--- src/rtl/mux_pkg.sv ---
// Shared helpers for the registered word select: select-width math and occupancy width.
package mux_pkg;

    localparam int OCC_W = 2;

    // Constant-evaluable ceil(log2), used to size the select port from NUM_IN.
    function automatic int clog2(input int value);
        int r;
        r = 0;
        while ((1 << r) < value) begin
            r = r + 1;
        end
        return r;
    endfunction

    function automatic logic sel_in_range(input int unsigned sel, input int unsigned num_in);
        return sel < num_in;
    endfunction

endpackage

--- src/rtl/skid_reg2.sv ---
// Two-entry output storage (main register + skid register) with valid/ready and a flush
// that drops held beats without touching the data registers.
module skid_reg2 #(
    parameter int WIDTH = 32
) (
    input  logic             clk,
    input  logic             rst_n,
    input  logic             flush,
    input  logic [WIDTH-1:0] in_data,
    input  logic             in_valid,
    output logic             in_ready,
    output logic [WIDTH-1:0] out_data,
    output logic             out_valid,
    input  logic             out_ready,
    output logic             skid_valid
);

    logic [WIDTH-1:0] skid_data;
    logic             accept;

    // Ready depends only on registered state and flush, never on out_ready.
    assign in_ready = ~skid_valid & ~flush;
    assign accept   = in_valid & in_ready;

    always_ff @(posedge clk or negedge rst_n) begin
        if (!rst_n) begin
            out_valid  <= 1'b0;
            out_data   <= '0;
            skid_valid <= 1'b0;
            skid_data  <= '0;
        end else if (flush) begin
            out_valid  <= 1'b0;
            skid_valid <= 1'b0;
        end else if (!out_valid || out_ready) begin
            // Main is free this edge; an older skid beat always goes first.
            if (skid_valid) begin
                out_data   <= skid_data;
                out_valid  <= 1'b1;
                skid_valid <= 1'b0;
            end else begin
                out_valid <= accept;
                if (accept) begin
                    out_data <= in_data;
                end
            end
        end else if (accept) begin
            skid_data  <= in_data;
            skid_valid <= 1'b1;
        end
    end

endmodule

--- src/rtl/mux_sel_pipe.sv ---
// N-to-1 word select with registered, back-pressured output and a sticky out-of-range flag.
module mux_sel_pipe
    import mux_pkg::*;
#(
    parameter  int WIDTH  = 32,
    parameter  int NUM_IN = 2,
    localparam int SEL_W  = clog2(NUM_IN)
) (
    input  logic                    clk,
    input  logic                    rst_n,
    input  logic [WIDTH*NUM_IN-1:0] in_data,
    input  logic [SEL_W-1:0]        in_sel,
    input  logic                    in_valid,
    output logic                    in_ready,
    output logic [WIDTH-1:0]        out_data,
    output logic                    out_valid,
    input  logic                    out_ready,
    input  logic                    flush,
    output logic                    sel_err,
    input  logic                    err_clr,
    output logic [OCC_W-1:0]        occ
);

    logic [WIDTH-1:0] sel_data;
    logic             sel_bad;
    logic             accept;
    logic             skid_valid;

    // Out-of-range selects yield an all-zero word rather than X or a wrapped index.
    function automatic logic [WIDTH-1:0] sel_word(input logic [WIDTH*NUM_IN-1:0] data,
                                                  input logic [SEL_W-1:0]        sel);
        logic [WIDTH-1:0] result;
        result = '0;
        for (int i = 0; i < NUM_IN; i++) begin
            if (sel == SEL_W'(i)) begin
                result = data[i*WIDTH +: WIDTH];
            end
        end
        return result;
    endfunction

    assign sel_data = sel_word(in_data, in_sel);
    assign sel_bad  = ~sel_in_range(32'(in_sel), NUM_IN);
    assign accept   = in_valid & in_ready;

    skid_reg2 #(
        .WIDTH(WIDTH)
    ) u_store (
        .clk       (clk),
        .rst_n     (rst_n),
        .flush     (flush),
        .in_data   (sel_data),
        .in_valid  (in_valid),
        .in_ready  (in_ready),
        .out_data  (out_data),
        .out_valid (out_valid),
        .out_ready (out_ready),
        .skid_valid(skid_valid)
    );

    // A new error wins over a same-cycle clear so no bad beat goes unreported.
    always_ff @(posedge clk or negedge rst_n) begin
        if (!rst_n) begin
            sel_err <= 1'b0;
        end else if (accept && sel_bad) begin
            sel_err <= 1'b1;
        end else if (err_clr) begin
            sel_err <= 1'b0;
        end
    end

    assign occ = {1'b0, out_valid} + {1'b0, skid_valid};

endmodule

--- config.mk ---
export PLATFORM = sky130hd
export DESIGN_NAME = mux_sel_pipe
export DESIGN_NICKNAME = d
export VERILOG_FILES = /design/src/rtl/mux_pkg.sv /design/src/rtl/skid_reg2.sv /design/src/rtl/mux_sel_pipe.sv
export SDC_FILE = /design/constraint.sdc
export NUM_CORES = 1
export LEC_CHECK = 0
export CAP_MARGIN = 25
export CORE_ASPECT_RATIO = 0.5
export CORE_UTILIZATION = 47
export DETAILED_ROUTE_END_ITERATION = 6
export PLACE_DENSITY = 0.81
export SLEW_MARGIN = 20
export SYNTH_ARGS = -nofsm -noshare
export SYNTH_HDL_FRONTEND = slang
export SYNTH_HIERARCHICAL = 1
export SYNTH_SLANG_ARGS = --single-unit
--- constraint.sdc ---
create_clock -name clk -period 1.7 [get_ports clk]
set_input_delay 0.34 -clock clk [delete_from_list [all_inputs] [get_ports clk]]
set_output_delay 0.34 -clock clk [all_outputs]
set_load 0.005 [all_outputs]
m3.png
Bar = 20 um.
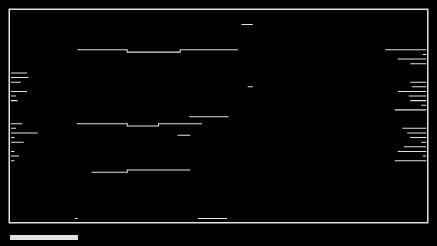
The layer holds 4.0% of the routed length. 37 nets have wire on it.

m2.png
Bar = 20 um. Cells faint in the background.
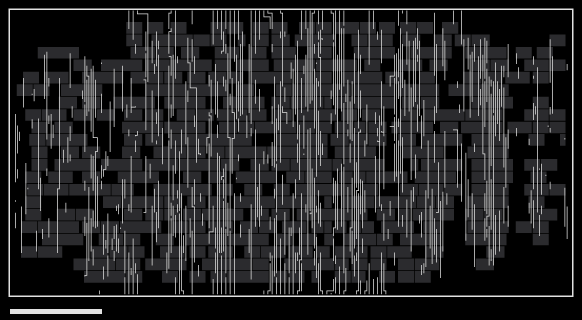
The wires run mostly vertical. The layer holds 55% of the routed length.

m1.png
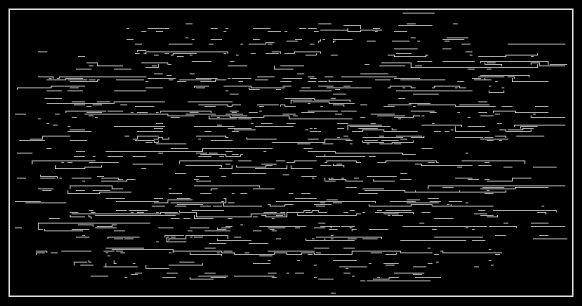
The layer holds 40% of the routed length. The wires run mostly horizontal. The layer carries 2860 um of wire.

congestion_map.png
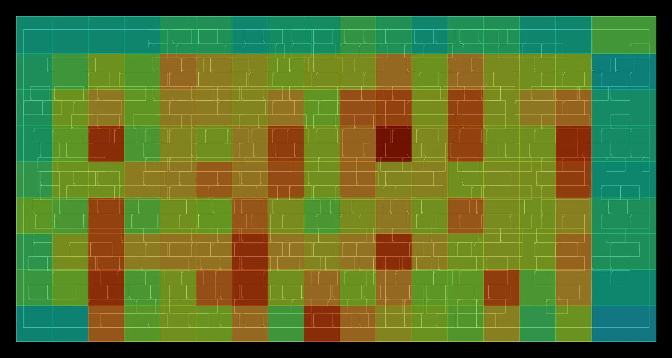
GRT Resource Usage Total: 20.9%
M2 GR Usage: 37.9%
GR Util met3: 6.30%
fin util: 72.2%

closeup.png
Bar = 5 um. Region (21, 37) to (41, 57) um. Cells in grey, sequential cells in the stronger grey; small squares are vias.
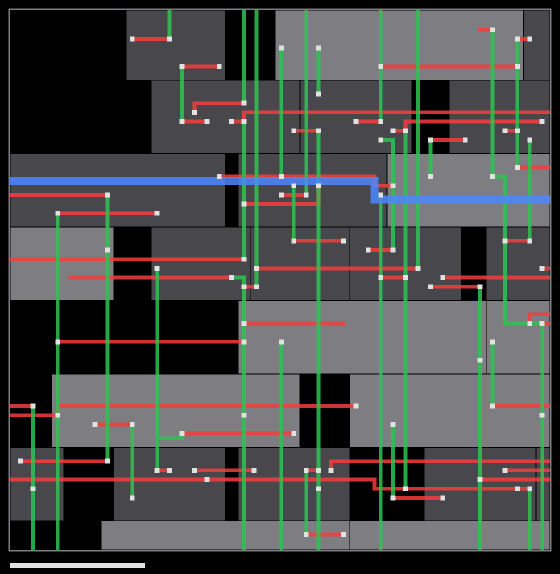
Key: blue = M3; red = M1; green = M2
Most frequent: mux2_2 (7), dfrtp_1 (5), clkdlybuf4s50_1 (3). Netlist names of flops here include u_store/out_data (4), u_store/skid_data (1). 18 logic cells have their middle in the window. Sequential cells in the window: 5.

==> ci_impl_report.md <==
## PnR job results

| Metric | Value |
|---|---|
| Status | complete, no violations |
| First-pass GRT wire length | 12.0 mm |
| FF+latch area | 1650 um^2 |
| Grt peak-use layer | met2 |
| R2R Path End | u_store/out_data[27] |
| Critical path's most frequent cell | buf_4 |
| Crit path to | u_store/out_data[27] |
| P_leak | 2.14 nW |
| Most frequent logic cell in the layout | clkdlybuf4s50_1 |
| FMAX | 604 MHz |
| Cycle use final | 97.4% |
| Crit path depth | 5 |
| Largest net degree at the start of global routing | 33 |
| CTS tree | built |
| Bufs w/o clock | 122 |
| OpenROAD warning count | 27 |
| Final Critical Period | 1660 ps |
| Adder-cell share of the synthesized area | 0.365% |
| Layout Cells excl Fill | 433 |
| Nets | 409 |
| Pwr Density | 1040 nW/um^2 |
| Die area | 7660 um^2 |
| Asr flop ratio synth | 100% |
| FF-to-FF setup slack | 40 ps |
| Critical path capture point type | register |
| Yosys cell types | 18 |
| EDFF count, synth | 0 |
| Main flop type | dfrtp_1 |
| Max Cap Viol | 0 |
| Placed Cells | 413 |
| Total wire length | 7.15 mm |
| Mapped cell area | 3430 um^2 |
| Layout cells sized above 1 | 40.5% |
| First-pass DRT Iterations | 4 |
| Final Hold Fails | 0 |
| # diodes | 0 |
| P_int | 3.94 mW |
| WS Path Type | register to register |
| Vias in the first global route | 2465 |
| Simple Share, Synth | 1.86% |
| Clock buffers created by TritonCTS | 9 |
| Tap cell count | 92 |
| Sw frac | 23.2% |
| Worst setup SP type | register |
| Vias/cell | 4.92 |
| TNS Setup | 0 ps |
| Register area share after synthesis | 48.2% |
| Dominant logic cell types in the final layout | clkdlybuf4s50_1 (99), mux2_2 (68), dfrtp_1 (65) |
| Reg-to-reg startpoint | u_store/skid_valid |
| Post_cts resized | 5 |
| Worst EP required | 1900 ps |
| Post-placement cell area | 4610 um^2 |
| Flop pwr share | 41.6% |
| Max-slew violation count | 0 |
| Cell area leaders | dfrtp_1 (48%), mux2_2 (22%), mux2_4 (13%) |
| Layout non-clock buf frac | 25.2% |
| Inverter count | 0 |
| Crit-path max cell delay | 370 ps |
| Met1 usage | 23.8% |
| Die y size | 62.4 um |
| Crit path max fanout | 20 |
| Top cells by count | mux2_2 (68), dfrtp_1 (66), mux2_1 (30), mux2_4 (30), buf_2 (7) |
| Final setup vio count | 0 |
| Sw Pwr | 1.19 mW |
| Clock Skews | 6.49 ps |
| DRC viols | 0 |
| Comb area | 1640 um^2 |
| Comb/total area | 33.1% |
| Initial antenna violation count | 0 |
| Post-Layout Inst Area | 4950 um^2 |
| Clk tree area frac | 5.94% |
| Synth Area per Inst | 15.6 um^2 |
| H-tree depth | 3 |
| CP cell instances | buf_4, buf_4, buf_4, mux2_2, mux2_2 |
| Flop share of the area | 33.4% |
| Worst-path clk slew | 50 ps |
| DR iter-0 viols | 55 |
| IO Pins | 108 |
| Synth flops | 66 |
| Clock net power | 1.81 mW |
| Fp util | 50.0% |
| Top flop regs | u_store/out_data: 32 flops, u_store/skid_data: 32 flops |
| Via count | 2132 |
| Routed wl met2 | 3.93 mm |
| Met3 wire length | 283 um |
| Post-synth mux share | 45.3% |
| Seq power | 2.13 mW |
| Crit path launch | u_store/skid_valid |
| Gpl congestion | 0.712 |
| Power, Total | 5.13 mW |
| GRT overflow | 0 |
| Top-area cell share | 48.2% |
| Comb area leader | multiplexers |
| Area leader, netlist | dfrtp_1 |
| Clk latency late pin | 320 ps |
| Worst vdd ir | 0.000587 V |
| Port Buf Inserts | 105 |
| Multi-input gate count | 138 |
| Crit path DAT | 1860 ps |
| Yosys warns | 6 |
| Clock buffer cells | 10 |
| Hold buffer count at cts | 1 |
| Post-CTS setup buffers | 4 |
| Die X | 123 um |
| Most common cell in the synthesized netlist | mux2_2 |
| Flop count | 66 |
| # fillers | 464 |
| Comb pwr share | 23.2% |
| Area grow syn2layout | 44.5% |
| Clock Tree Buf Depth | 2 |
| Crit-path leading delay family | multiplexers |
| Setup slack after placement | -210 ps |
| Max stage delay cell, worst path | dfrtp_2 |
| Wl on met1 | 2.86 mm |
| Drt wl/cell | 16.5 um |
| RSZ-0062 raised after global routing | no |
| Highest-power group | sequential cells |
| Clk network pwr share | 35.2% |
| Fin worst setup slack | 43.8 ps |
| Post-DRT Antenna Nets | 0 |
| Yosys cell count | 219 |
| Yosys xor share | 0% |
| Row Count | 21 |
| Net count entering floorplan | 291 |
| Post-DP HPWL | 5.08 mm |
Power is estimated from default activity; no workload was simulated.
